`config.mk`:
```
export PLATFORM = sky130hd
export DESIGN_NAME = gam_pattern_feeder
export DESIGN_NICKNAME = d
export VERILOG_FILES = /design/src/rtl/gam_pattern_feeder.sv
export SDC_FILE = /design/constraint.sdc
export NUM_CORES = 2
export LEC_CHECK = 0
export CAP_MARGIN = 20
export CORE_ASPECT_RATIO = 0.9
export CORE_MARGIN = 8
export CORE_UTILIZATION = 45
export DETAILED_ROUTE_END_ITERATION = 7
export PLACE_DENSITY = 0.61
export SYNTH_ARGS = -nofsm -noshare
export SYNTH_HDL_FRONTEND = slang
export SYNTH_SLANG_ARGS = --single-unit
```
`constraint.sdc`:
```
create_clock -name clk -period 23 [get_ports clk]
set_clock_uncertainty 0.15 [all_clocks]
set_input_delay 4.6 -clock clk [delete_from_list [all_inputs] [get_ports clk]]
set_output_delay 4.6 -clock clk [all_outputs]
set_load 0.02 [all_outputs]
```
`src/rtl/gam_pattern_feeder.sv`:
```
// gam_pattern_feeder
// Upstream stage of the GAM memory layer. A host loads (node vector, class)
// patterns into a FIFO while the block is idle. After start, the block hands
// one pattern to the memory layer for each READY handshake on x/c. It drives
// the LEARNING/RECALL select and raises learning_done together with the final
// pattern.
module gam_pattern_feeder #(
    parameter int NODE_W  = 128,
    parameter int CLASS_W = 32,
    parameter int DEPTH   = 20,
    parameter int CNT_W   = $clog2(DEPTH + 1)
) (
    input  logic               clk,
    input  logic               reset,
    input  logic               ld_valid,
    output logic               ld_ready,
    input  logic [NODE_W-1:0]  ld_node,
    input  logic [CLASS_W-1:0] ld_class,
    input  logic               start,
    input  logic               mode,
    input  logic               ready_wait,
    output logic [NODE_W-1:0]  x,
    output logic [CLASS_W-1:0] c,
    output logic               learning_done,
    output logic               learning_recall,
    output logic               busy,
    output logic [CNT_W-1:0]   count,
    output logic               err_zero
);

    localparam int PTR_W = (DEPTH > 1) ? $clog2(DEPTH) : 1;

    typedef enum logic [1:0] {
        IDLE = 2'd0,
        FEED = 2'd1,
        DONE = 2'd2
    } state_t;

    state_t             state_reg;
    logic [PTR_W-1:0]   wr_ptr_reg;
    logic [PTR_W-1:0]   rd_ptr_reg;
    logic [CNT_W-1:0]   count_reg;
    logic               armed_reg;
    logic [NODE_W-1:0]  x_reg;
    logic [CLASS_W-1:0] c_reg;
    logic               done_reg;
    logic               recall_reg;
    logic               err_zero_reg;

    // Pattern storage. It has no reset: a reset only clears the pointers and
    // the count, so the old contents become unreachable.
    logic [NODE_W-1:0]  node_mem  [DEPTH];
    logic [CLASS_W-1:0] class_mem [DEPTH];

    logic             ld_accept;
    logic             ld_zero;
    logic             ld_write;
    logic             issue;
    logic [PTR_W-1:0] wr_ptr_next;
    logic [PTR_W-1:0] rd_ptr_next;

    // Load, issue and pointer-advance decisions.
    always_comb begin
        ld_accept   = ld_valid && ld_ready;
        ld_zero     = (ld_node == '0) || (ld_class == '0);
        ld_write    = ld_accept && !ld_zero;
        issue       = (state_reg == FEED) && ready_wait && armed_reg;
        wr_ptr_next = (wr_ptr_reg == PTR_W'(DEPTH - 1)) ? '0 : wr_ptr_reg + PTR_W'(1);
        rd_ptr_next = (rd_ptr_reg == PTR_W'(DEPTH - 1)) ? '0 : rd_ptr_reg + PTR_W'(1);
    end

    // Write accepted, non-zero patterns into the buffer.
    always_ff @(posedge clk) begin
        if (ld_write) begin
            node_mem[wr_ptr_reg]  <= ld_node;
            class_mem[wr_ptr_reg] <= ld_class;
        end
    end

    // Control FSM. It also holds the registered x/c and status outputs.
    always_ff @(posedge clk or posedge reset) begin
        if (reset) begin
            state_reg    <= IDLE;
            wr_ptr_reg   <= '0;
            rd_ptr_reg   <= '0;
            count_reg    <= '0;
            armed_reg    <= 1'b0;
            x_reg        <= '0;
            c_reg        <= '0;
            done_reg     <= 1'b0;
            recall_reg   <= 1'b0;
            err_zero_reg <= 1'b0;
        end else begin
            case (state_reg)
                IDLE: begin
                    if (ld_accept && ld_zero) begin
                        err_zero_reg <= 1'b1;
                    end
                    if (ld_write) begin
                        wr_ptr_reg <= wr_ptr_next;
                        count_reg  <= count_reg + CNT_W'(1);
                    end
                    // A load in the same cycle as start counts toward the
                    // start decision.
                    if (start && ((count_reg != '0) || ld_write)) begin
                        recall_reg <= mode;
                        armed_reg  <= 1'b1;
                        state_reg  <= FEED;
                    end
                end
                FEED: begin
                    // Re-arm on WAIT. Held READY then yields one issue per
                    // WAIT->READY transition.
                    if (!ready_wait) begin
                        armed_reg <= 1'b1;
                    end
                    if (issue) begin
                        x_reg      <= node_mem[rd_ptr_reg];
                        c_reg      <= class_mem[rd_ptr_reg];
                        rd_ptr_reg <= rd_ptr_next;
                        count_reg  <= count_reg - CNT_W'(1);
                        armed_reg  <= 1'b0;
                        if (count_reg == CNT_W'(1)) begin
                            done_reg  <= 1'b1;
                            state_reg <= DONE;
                        end
                    end
                end
                DONE: begin
                    if (start) begin
                        done_reg  <= 1'b0;
                        state_reg <= IDLE;
                    end
                end
                default: begin
                    state_reg <= IDLE;
                end
            endcase
        end
    end

    assign ld_ready        = (state_reg == IDLE) && (count_reg < CNT_W'(DEPTH));
    assign busy            = (state_reg == FEED);
    assign x               = x_reg;
    assign c               = c_reg;
    assign learning_done   = done_reg;
    assign learning_recall = recall_reg;
    assign count           = count_reg;
    assign err_zero        = err_zero_reg;

endmodule

```
layer_met2.png
Scale: 1 px per um. Cells faint in the background.
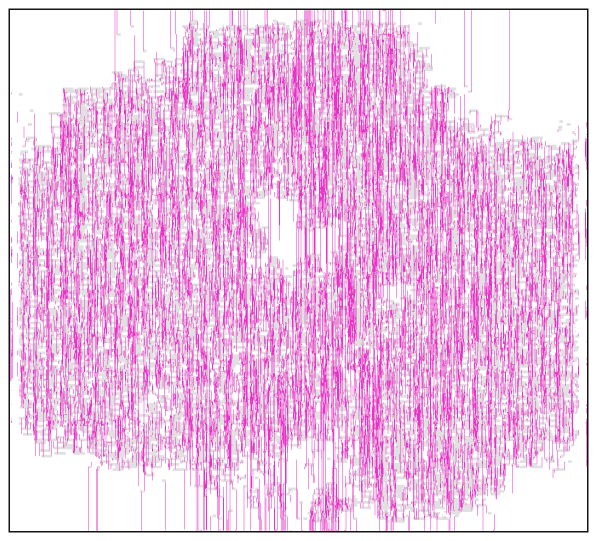
- longest straight run: 252 um
- wire length on this layer: 151 mm
- share of all routed wire: 49%
DR vias: 57,900
total wire length: 308 mm
GRT met2 Usage: 0.331

io_placement.png
Pins as bars across the die edge, other pins in gray.
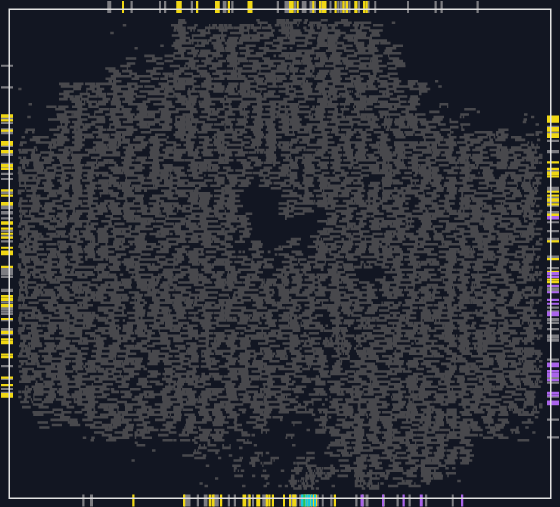
- `ld_valid`: green (pins 1; direction input; edge south)
- `c`: purple (pins 32; direction output; edge 25 east, 7 south)
- `x`: yellow (pins 128; direction output; edge 44 west, 29 north, 28 east, 27 south)
- `count`: cyan (pins 5; direction output; edge south)
- all pins by edge: 95 east, 92 west, 85 south, 64 north

wires.png
Scale: 1 px per um. Two of the layers only.
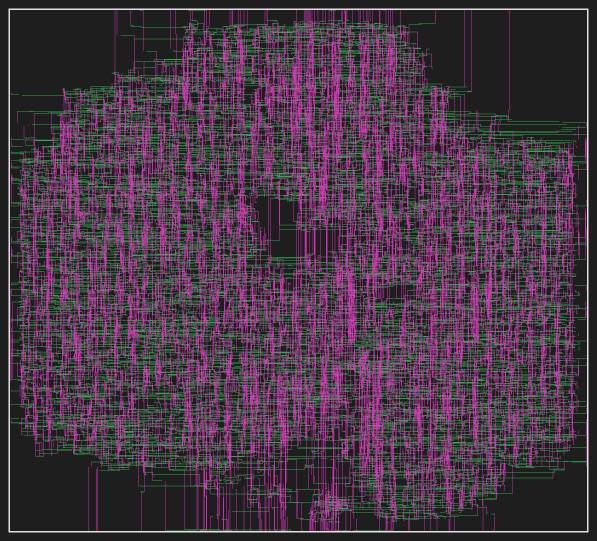
- metal 2: magenta (wire length 151 mm)
- metal 1: green (wire length 130 mm)
drt wl/cell: 31.3 um
Global Route Usage Sum: 0.202

detail.png
Region (269, 240) to (309, 280) um. Cells in gray, sequential cells in the stronger gray; small squares are vias.
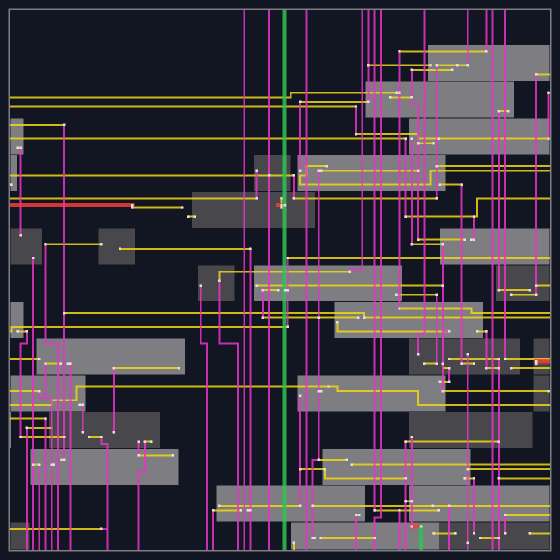
- metal 3: red
- metal 4: green
- metal 1: yellow
- metal 2: magenta
- cells with their middle in the window: 24
- netlist names of flops here include: `node_mem` (15)
- most frequent: edfxtp_1 (15), mux4_2 (3), buf_4 (3)
- sequential cells in the window: 15

==> impl_metrics.tcl <==
# metrics dict for downstream scripts
set metrics [dict create \
    final-setup-viol-count 0 \
    place.gp.congestion 0.709 \
    cp.required_ns 23.31 \
    seq_cell_power_mw 7.20 \
    post-dp-hpwl_mm 155 \
    place_area_um2 136000 \
    max_freq_mhz 105 \
    dp.cells 9189 \
    outcome "finished clean" \
    layout_setup_ws_ns 13.48 \
    syn_nets 5439 \
    largest_reg_flops 2560 \
    synth_top_area_share 0.754 \
    p_per_area_nw_per_um2 114 \
    ys_sh_xor 0.000412 \
    edf_count 3200 \
    p_comb_frac 0.241 \
    antenna_left 0 \
    timing.rr.start "rd_ptr_reg[1]" \
    firstDrtPassIters 5 \
    synthAdderAreaFrac 0.000883 \
    logic_area_um2 25800 \
    fin_area_um2 147000 \
    cp-end-kind "flop" \
    reg2reg_depth 8 \
    utilization 0.520 \
    multiInputCombCellCount 1600 \
    nNetsFinal 5974 \
    tritoncts "yes" \
    path_clk_slew_ns 0.06 \
    yosysSeqAreaShare 0.789 \
    cp_max_fo 41 \
    crit_path_frequent_cell "buf_4" \
    netlist_area_um2 127000 \
    buffer_area_frac 0.0304 \
    finalNonFillerCells 9840 \
]
[kinds of logic (layout without fill, tap and decap cells)]
family / Yosys count / count (layout)
buffers and inverters: 283 / 1101
other: 0 / 18
muxes: 1122 / 1122
and+or+nand+nor: 278 / 278
DFF: 3381 / 3381
adders and majority gates: 9 / 9
AOI/OAI and AO/OA: 185 / 185
xor gates and xnor gates: 6 / 6
[worst min path at each step]
stage,startpoint,to,slack (ns)
2_1_floorplan,armed_reg,armed_reg,0.33
3_3_place_gp,learning_done,learning_done,0.30
3_5_place_dp,learning_done,learning_done,0.32
4_1_cts,learning_done,learning_done,0.34
5_1_grt,x[9],x[9],0.35
6_report,learning_done,learning_done,0.32
